run_1/floorplan.png
Drawn at 6 px/micron. Pins as bars on the die edge. Tap cells in grey.
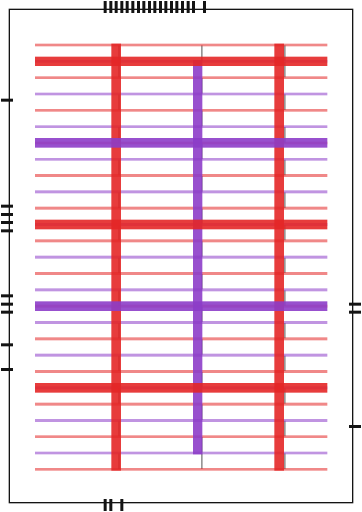
run_1/class_map.png
Drawn at 6 px/micron. Fill, decap, tap and diode cells in grey.
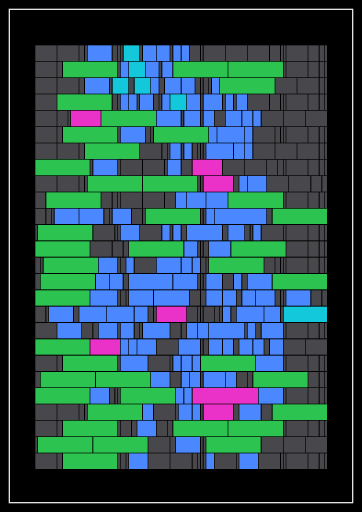
run_1/clock_wires.png
Drawn at 4 px/micron.
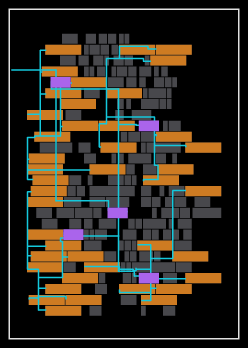
run_1/layers.png
Drawn at 6 px/micron.
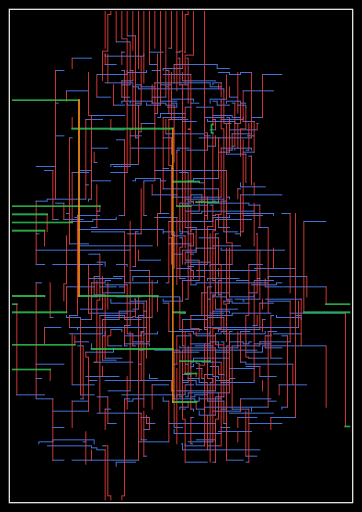
==> config.mk <==
export PLATFORM = sky130hd
export DESIGN_NAME = bdd_sbox_rx_flat
export DESIGN_NICKNAME = d
export VERILOG_FILES = /design/src/rtl/bdd_sbox_rx_if.sv /design/src/rtl/bdd_sbox_rx.sv /design/src/flat_wrapper.sv
export SDC_FILE = /design/constraint.sdc
export NUM_CORES = 1
export LEC_CHECK = 0
export CORE_AREA = 4 4 53 78
export DETAILED_ROUTE_END_ITERATION = 10
export DIE_AREA = 0 0 57 82
export DONT_BUFFER_PORTS = 1
export PLACE_DENSITY = 0.75
export SETUP_SLACK_MARGIN = 0.3
export SLEW_MARGIN = 10
export SYNTH_ARGS = -nofsm -noshare
export SYNTH_HDL_FRONTEND = slang
export SYNTH_SLANG_ARGS = --single-unit
==> constraint.sdc <==
create_clock -name clk -period 2.9 [get_ports clk]
set_input_delay 0.58 -clock clk [delete_from_list [all_inputs] [get_ports clk]]
set_output_delay 0.58 -clock clk [all_outputs]
set_load 0.05 [all_outputs]
==> src/rtl/bdd_sbox_rx_if.sv <==
// Request/response and dual-rail signal bundle between the S-box receiver
// controller and its environment (requester, S-box rails and result consumer).
interface bdd_sbox_rx_if;
  logic       start;
  logic [3:0] din;
  logic       pre;
  logic [3:0] sel;
  logic [3:0] selBar;
  logic [3:0] u_rail;
  logic [3:0] c_rail;
  logic [3:0] dout;
  logic       dout_valid;
  logic       dout_ready;
  logic       busy;
  logic       err;
  logic [1:0] err_code;

  modport slave (
    input  start, din, u_rail, c_rail, dout_ready,
    output pre, sel, selBar, dout, dout_valid, busy, err, err_code
  );

  modport master (
    output start, din, u_rail, c_rail, dout_ready,
    input  pre, sel, selBar, dout, dout_valid, busy, err, err_code
  );
endinterface

==> src/rtl/bdd_sbox_rx.sv <==
// Controller for a precharged dual-rail (BDD) S-box: drives the select rails,
// checks the null spacer, detects completion on stable rails and holds the result.
module bdd_sbox_rx #(
  parameter int PRE_CYCLES = 2,
  parameter int TIMEOUT    = 15
) (
  input  logic          clk,
  input  logic          rst_n,
  bdd_sbox_rx_if.slave  bus
);

  typedef enum logic [2:0] {
    IDLE,
    PRECHARGE,
    EVAL,
    HOLD,
    ERR
  } state_t;

  localparam logic [1:0] CODE_NONE = 2'd0;
  localparam logic [1:0] CODE_NULL = 2'd1;
  localparam logic [1:0] CODE_PAIR = 2'd2;
  localparam logic [1:0] CODE_TMO  = 2'd3;

  localparam logic [3:0] PRE_LOAD = 4'(PRE_CYCLES - 1);
  localparam logic [7:0] TMO_LAST = 8'(TIMEOUT - 1);

  state_t     state_reg, state_next;
  logic [3:0] din_q, din_q_next;
  logic [3:0] pre_cnt_reg, pre_cnt_next;
  logic [7:0] tmo_cnt_reg, tmo_cnt_next;
  logic [3:0] dout_reg, dout_next;
  logic       err_reg, err_next;
  logic [1:0] err_code_reg, err_code_next;

  // Rail samples: [7:4] = u rails, [3:0] = c rails.
  logic [7:0] rail_q, rail_qq;

  logic [3:0] bit_both;
  logic [3:0] bit_one;
  logic       any_both;
  logic       all_one;
  logic       rails_null;
  logic       rails_stable;
  logic       drive_sel;

  genvar gi;
  generate
    for (gi = 0; gi < 4; gi++) begin : g_rail
      assign bit_both[gi] = rail_q[4 + gi] & rail_q[gi];
      assign bit_one[gi]  = rail_q[4 + gi] ^ rail_q[gi];
    end
  endgenerate

  assign any_both     = |bit_both;
  assign all_one      = &bit_one;
  assign rails_null   = (rail_q == 8'h00);
  assign rails_stable = (rail_q == rail_qq);

  always_ff @(posedge clk or negedge rst_n) begin
    if (!rst_n) begin
      state_reg    <= IDLE;
      din_q        <= 4'h0;
      pre_cnt_reg  <= 4'h0;
      tmo_cnt_reg  <= 8'h00;
      dout_reg     <= 4'h0;
      err_reg      <= 1'b0;
      err_code_reg <= CODE_NONE;
      rail_q       <= 8'h00;
      rail_qq      <= 8'h00;
    end else begin
      state_reg    <= state_next;
      din_q        <= din_q_next;
      pre_cnt_reg  <= pre_cnt_next;
      tmo_cnt_reg  <= tmo_cnt_next;
      dout_reg     <= dout_next;
      err_reg      <= err_next;
      err_code_reg <= err_code_next;
      rail_q       <= {bus.u_rail, bus.c_rail};
      rail_qq      <= rail_q;
    end
  end

  always_comb begin
    state_next    = state_reg;
    din_q_next    = din_q;
    pre_cnt_next  = pre_cnt_reg;
    tmo_cnt_next  = tmo_cnt_reg;
    dout_next     = dout_reg;
    err_next      = err_reg;
    err_code_next = err_code_reg;

    case (state_reg)
      IDLE: begin
        if (bus.start) begin
          din_q_next    = bus.din;
          err_next      = 1'b0;
          err_code_next = CODE_NONE;
          pre_cnt_next  = PRE_LOAD;
          state_next    = PRECHARGE;
        end
      end
      PRECHARGE: begin
        if (pre_cnt_reg == 4'h0) begin
          if (rails_null) begin
            tmo_cnt_next = 8'h00;
            state_next   = EVAL;
          end else begin
            err_next      = 1'b1;
            err_code_next = CODE_NULL;
            state_next    = ERR;
          end
        end else begin
          pre_cnt_next = pre_cnt_reg - 4'h1;
        end
      end
      EVAL: begin
        // An illegal pair outranks both completion and timeout.
        if (any_both) begin
          err_next      = 1'b1;
          err_code_next = CODE_PAIR;
          state_next    = ERR;
        end else if (all_one && rails_stable) begin
          dout_next  = rail_q[7:4];
          state_next = HOLD;
        end else if (tmo_cnt_reg == TMO_LAST) begin
          err_next      = 1'b1;
          err_code_next = CODE_TMO;
          state_next    = ERR;
        end else begin
          tmo_cnt_next = tmo_cnt_reg + 8'h01;
        end
      end
      HOLD: begin
        if (bus.dout_ready) begin
          state_next = IDLE;
        end
      end
      ERR: begin
        state_next = IDLE;
      end
      default: begin
        state_next = IDLE;
      end
    endcase
  end

  // Selects stay driven through HOLD so the rails keep the captured codeword.
  assign drive_sel = (state_reg == EVAL) || (state_reg == HOLD);

  assign bus.pre        = drive_sel;
  assign bus.sel        = drive_sel ? din_q : 4'h0;
  assign bus.selBar     = drive_sel ? ~din_q : 4'h0;
  assign bus.dout       = dout_reg;
  assign bus.dout_valid = (state_reg == HOLD);
  assign bus.busy       = (state_reg != IDLE);
  assign bus.err        = err_reg;
  assign bus.err_code   = err_code_reg;

endmodule

==> src/flat_wrapper.sv <==
// flat-port wrapper written by rule: the top's interface ports become plain ports
module bdd_sbox_rx_flat 
#(
  parameter int PRE_CYCLES = 2,
  parameter int TIMEOUT    = 15
)
  (clk, rst_n, bus_start, bus_din, bus_u_rail, bus_c_rail, bus_dout_ready, bus_pre, bus_sel, bus_selBar, bus_dout, bus_dout_valid, bus_busy, bus_err, bus_err_code);
  bdd_sbox_rx_if bus_i ();
  input  logic clk;
  input  logic rst_n;
  input wire logic [$bits(bus_i.start)-1:0] bus_start;
  input wire logic [$bits(bus_i.din)-1:0] bus_din;
  input wire logic [$bits(bus_i.u_rail)-1:0] bus_u_rail;
  input wire logic [$bits(bus_i.c_rail)-1:0] bus_c_rail;
  input wire logic [$bits(bus_i.dout_ready)-1:0] bus_dout_ready;
  output wire logic [$bits(bus_i.pre)-1:0] bus_pre;
  output wire logic [$bits(bus_i.sel)-1:0] bus_sel;
  output wire logic [$bits(bus_i.selBar)-1:0] bus_selBar;
  output wire logic [$bits(bus_i.dout)-1:0] bus_dout;
  output wire logic [$bits(bus_i.dout_valid)-1:0] bus_dout_valid;
  output wire logic [$bits(bus_i.busy)-1:0] bus_busy;
  output wire logic [$bits(bus_i.err)-1:0] bus_err;
  output wire logic [$bits(bus_i.err_code)-1:0] bus_err_code;
  assign bus_i.start = bus_start;
  assign bus_i.din = bus_din;
  assign bus_i.u_rail = bus_u_rail;
  assign bus_i.c_rail = bus_c_rail;
  assign bus_i.dout_ready = bus_dout_ready;
  assign bus_pre = bus_i.pre;
  assign bus_sel = bus_i.sel;
  assign bus_selBar = bus_i.selBar;
  assign bus_dout = bus_i.dout;
  assign bus_dout_valid = bus_i.dout_valid;
  assign bus_busy = bus_i.busy;
  assign bus_err = bus_i.err;
  assign bus_err_code = bus_i.err_code;
  bdd_sbox_rx #(.PRE_CYCLES(PRE_CYCLES), .TIMEOUT(TIMEOUT)) u_core (.clk(clk), .rst_n(rst_n), .bus(bus_i));
endmodule
==> flow_summary.toml, run 1 <==
# physical design summary
[status]
status = "complete, no violations"

[routing]
drt_drc_violations_left = 0
vias_per_cell = 5.95
drt_wl_total_microns = 3820

[power_and_ir_drop]
internal_power_w = 0.00114
power_frac_seq_pct = 48.1
share_comb_of_total_power_pct = 24.8

[cts]
tritoncts = "yes"
root_buffer = "sky130_fd_sc_hd__clkbuf_8"
cts_buffers = 5
numClockSinks = 42
insertion_delay_ns = 0.29
cts_setup_buffers = 0

[synthesis]
postSynthRegisterBits = 42
netlist_instances = 168
postSynthAreaPerCell_sq_um = 11.9
synth_stat.cells = 168

[final_layout]
seqAreaFraction_pct = 47.5
layout_inverter_count_without_the_clock_tree = 9
layout.nonclk_buf_share_pct = 2.60
layout.nets = 203
drive_gt1_share_pct = 23.5

[floorplan]
num_rows = 26

[setup_path]
critical_path.reg2reg.endpoint = "u_core.bus.err_code[0]"
cp-start-kind = "register"
Notes on floorplan.png above:
VSS -> red
VDD -> purple
rows = 26
tap cells = 42
met1 rails = 27
met5 straps = 5
highest ir drop seen on vdd: 0.000633 V
die extent in x: 57 microns
floorplan core area: 3450 sq um
Die Span Y: 82 microns

Notes on class_map.png above:
clock drivers and dummy loads -> magenta  # cells 7, share of their area 5.2%
registers -> green  # cells 42, share of their area 49%
remaining buffers and delay cells -> cyan  # cells 6, share of their area 2.7%
remaining logic cells -> blue  # cells 124, share of their area 43%

Notes on clock_wires.png above:
clock-net drivers -> purple  # count 5
flip-flops -> orange  # count 42
clock wires -> cyan  # length 483 microns
routed clock nets = 6

Notes on layers.png above:
M1 -> blue  # wire length 1480 microns
M4 -> orange  # wire length 78.2 microns
M3 -> green  # wire length 159 microns
M2 -> red  # wire length 2100 microns

-- run 1: stage by stage --
step,util (%),instance area [sq um],std cells,total power (W)
floorplan,-,2000,168,0.00116
global route,64.1,2210,221,0.00180
finish,64.1,2210,221,0.00170
CTS,63.9,2200,221,0.00172
global placement,60.1,2070,213,0.00122
detailed placement,60.1,2070,213,0.00124
-- run 1: cell usage after synthesis, drive strengths merged, types with 2 or more instances --
cell / number
dfrtp: 42
nand4: 3
a221o: 4
nor4: 4
a21oi: 3
nor3: 5
nand2: 5
nor2: 20
o21ai: 3
and3: 3
nand3: 6
nor3b: 2
and2: 5
mux2: 13
ha: 8
xor2: 11
inv: 9
or4: 2
o31ai: 2
--- run 2 (diff from run 1) ---
--- a/config.mk
+++ b/config.mk
@@ -5,11 +5,11 @@
 export SDC_FILE = /design/constraint.sdc
 export NUM_CORES = 1
 export LEC_CHECK = 0
-export CORE_AREA = 4 4 53 78
+export CORE_AREA = 4 4 54 81
 export DETAILED_ROUTE_END_ITERATION = 10
-export DIE_AREA = 0 0 57 82
+export DIE_AREA = 0 0 58 85
 export DONT_BUFFER_PORTS = 1
-export PLACE_DENSITY = 0.75
+export PLACE_DENSITY = 0.74
 export SETUP_SLACK_MARGIN = 0.3
 export SLEW_MARGIN = 10
 export SYNTH_ARGS = -nofsm -noshare
==> constraint.sdc (replaced) <==
create_clock -name clk -period 2.1 [get_ports clk]
set_input_delay 0.42 -clock clk [delete_from_list [all_inputs] [get_ports clk]]
set_output_delay 0.42 -clock clk [all_outputs]
set_load 0.05 [all_outputs]
run_2/clock_wires.png
Drawn at 4 px/micron.
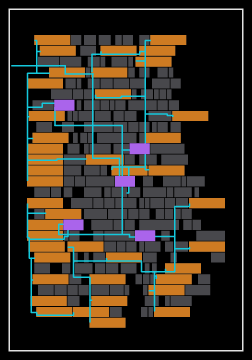
flip-flops -> orange  # count 42
clock-net drivers -> purple  # count 5
clock wires -> cyan  # length 456 microns
routed clock nets = 6

==> run 2 against run 1 <==
Effect of this change:
- the flow now finishes with violations (negative setup slack)
- sequential power rose by 37%
- fmax rose by 12%
- first-iteration DRC count rose by 2.9%
- clock skew rose by 0.0050 ns
==> flow_summary.toml, run 2 <==
# physical design summary
[cts]
insertion_delay_ns = 0.29
numClockSinks = 42
root_buffer = "sky130_fd_sc_hd__clkbuf_8"
cts_buffers = 5

[power_and_ir_drop]
power_frac_seq_pct = 40.0
vdd.ir_drop.worst_v = 0.000871
internal_power_w = 0.00183
share_comb_of_total_power_pct = 42.9
report.power.total_w = 0.00280

[place]
area_after_dpl_sq_um = 2290
dp_cells = 241

[final_layout]
drive_gt1_share_pct = 43.5
seqAreaFraction_pct = 39.7
n_fill_cell = 223
layout.nets = 240
layout.cells.most_common_list = "sky130_fd_sc_hd__dfrtp_1 (41), sky130_fd_sc_hd__buf_4 (34), sky130_fd_sc_hd__nor2_1 (19), sky130_fd_sc_hd__xor2_1 (11)"
antenna-diode-count = 0
final_cell_count_no_fill = 259
layout.non_clock_buffers = 43
finalInstanceArea_sq_um = 2650
sequential_cell_total = 42

[setup_path]
critical_path.reg2reg.endpoint = "u_core.tmo_cnt_reg[6]"
cp-start-kind = "register"
worst_path_largest_cell_delay_ns = 0.53
timing.critical_path.to = "u_core.tmo_cnt_reg[6]"
critPathBufInv = 0

[synthesis]
cell_area_after_synthesis_sq_um = 2000
synth.top_cells.by_count = "sky130_fd_sc_hd__dfrtp_1 (42), sky130_fd_sc_hd__nor2_1 (19), sky130_fd_sc_hd__mux2_2 (13), sky130_fd_sc_hd__xor2_1 (11), sky130_fd_sc_hd__inv_1 (9)"
post-synth-top-count-cell = "sky130_fd_sc_hd__dfrtp_1"
synth_stat.cells = 168
netlist_instances = 168
postSynthRegisterBits = 42
postSynthAreaPerCell_sq_um = 11.9
top_cells_by_area = "sky130_fd_sc_hd__dfrtp_1 (53%), sky130_fd_sc_hd__mux2_2 (7.3%), sky130_fd_sc_hd__ha_1 (5.0%)"
mux_share_pct = 7.34

[floorplan]
io_pins = 34
dieWidth_microns = 58
num_rows = 27
die-height_microns = 85
placeableCoreArea_sq_um = 3650

[status]
failed_checks = "negative setup slack"
status = "complete, but fails checks"

[routing]
vias_per_cell = 5.83
dr.first_iter.drc_count = 36
drt_drc_violations_left = 0

[hold_path]
min_from = "bus_c_rail[2]"

[final_timing]
layout_setup_ws_ns = -0.0648
whs_ns = 0.149
count_of_endpoints_failing_setup_in_the_final_report = 11

[global_routing]
grt_pass1_vias = 1670
run_2/congestion_map.png
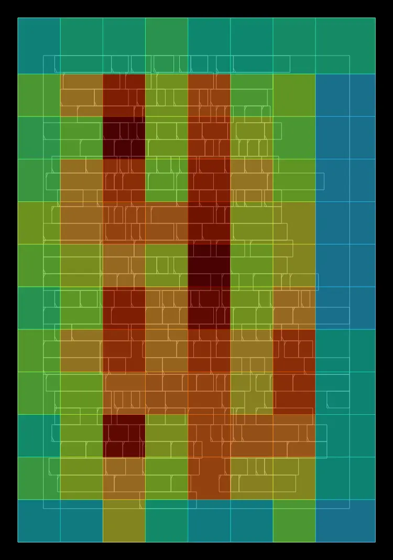
final cell utilization of the core: 72.7%
post-detailed-route wirelength per cell: 18.6 microns
met3 routing resource usage after global routing: 6.24%
layer with the highest usage: met2

[run 2: netlist changes by cell type in the layout (fill, tap and decap cells not counted), moves of 4 or more]
cell / change
sky130_fd_sc_hd__mux2_2: -8
sky130_fd_sc_hd__and2_4: +5
sky130_fd_sc_hd__buf_6: +6
sky130_fd_sc_hd__and2_1: -4
sky130_fd_sc_hd__buf_4: +29
sky130_fd_sc_hd__mux2_4: +8
[run 2: repair_timing]
action / in CTS / in global routing
endpoints found under the hold margin: 42 / 0
setup endpoints to repair: 29 / 31
gates resized: 27 / 19
setup buffers: 6 / 3
hold buffers: 2 / 0
pin swaps: 3 / 11
[run 2: routing by layer]
metal / GRT usage, % / part of all wire, %
met2: 38.5 / 57
met1: 20.1 / 35
met3: 6.24 / 4.9
met4: 8.44 / 3.6
met5: 0 / 0
Power figures rest on the tool's default switching activity, not on a simulated workload.
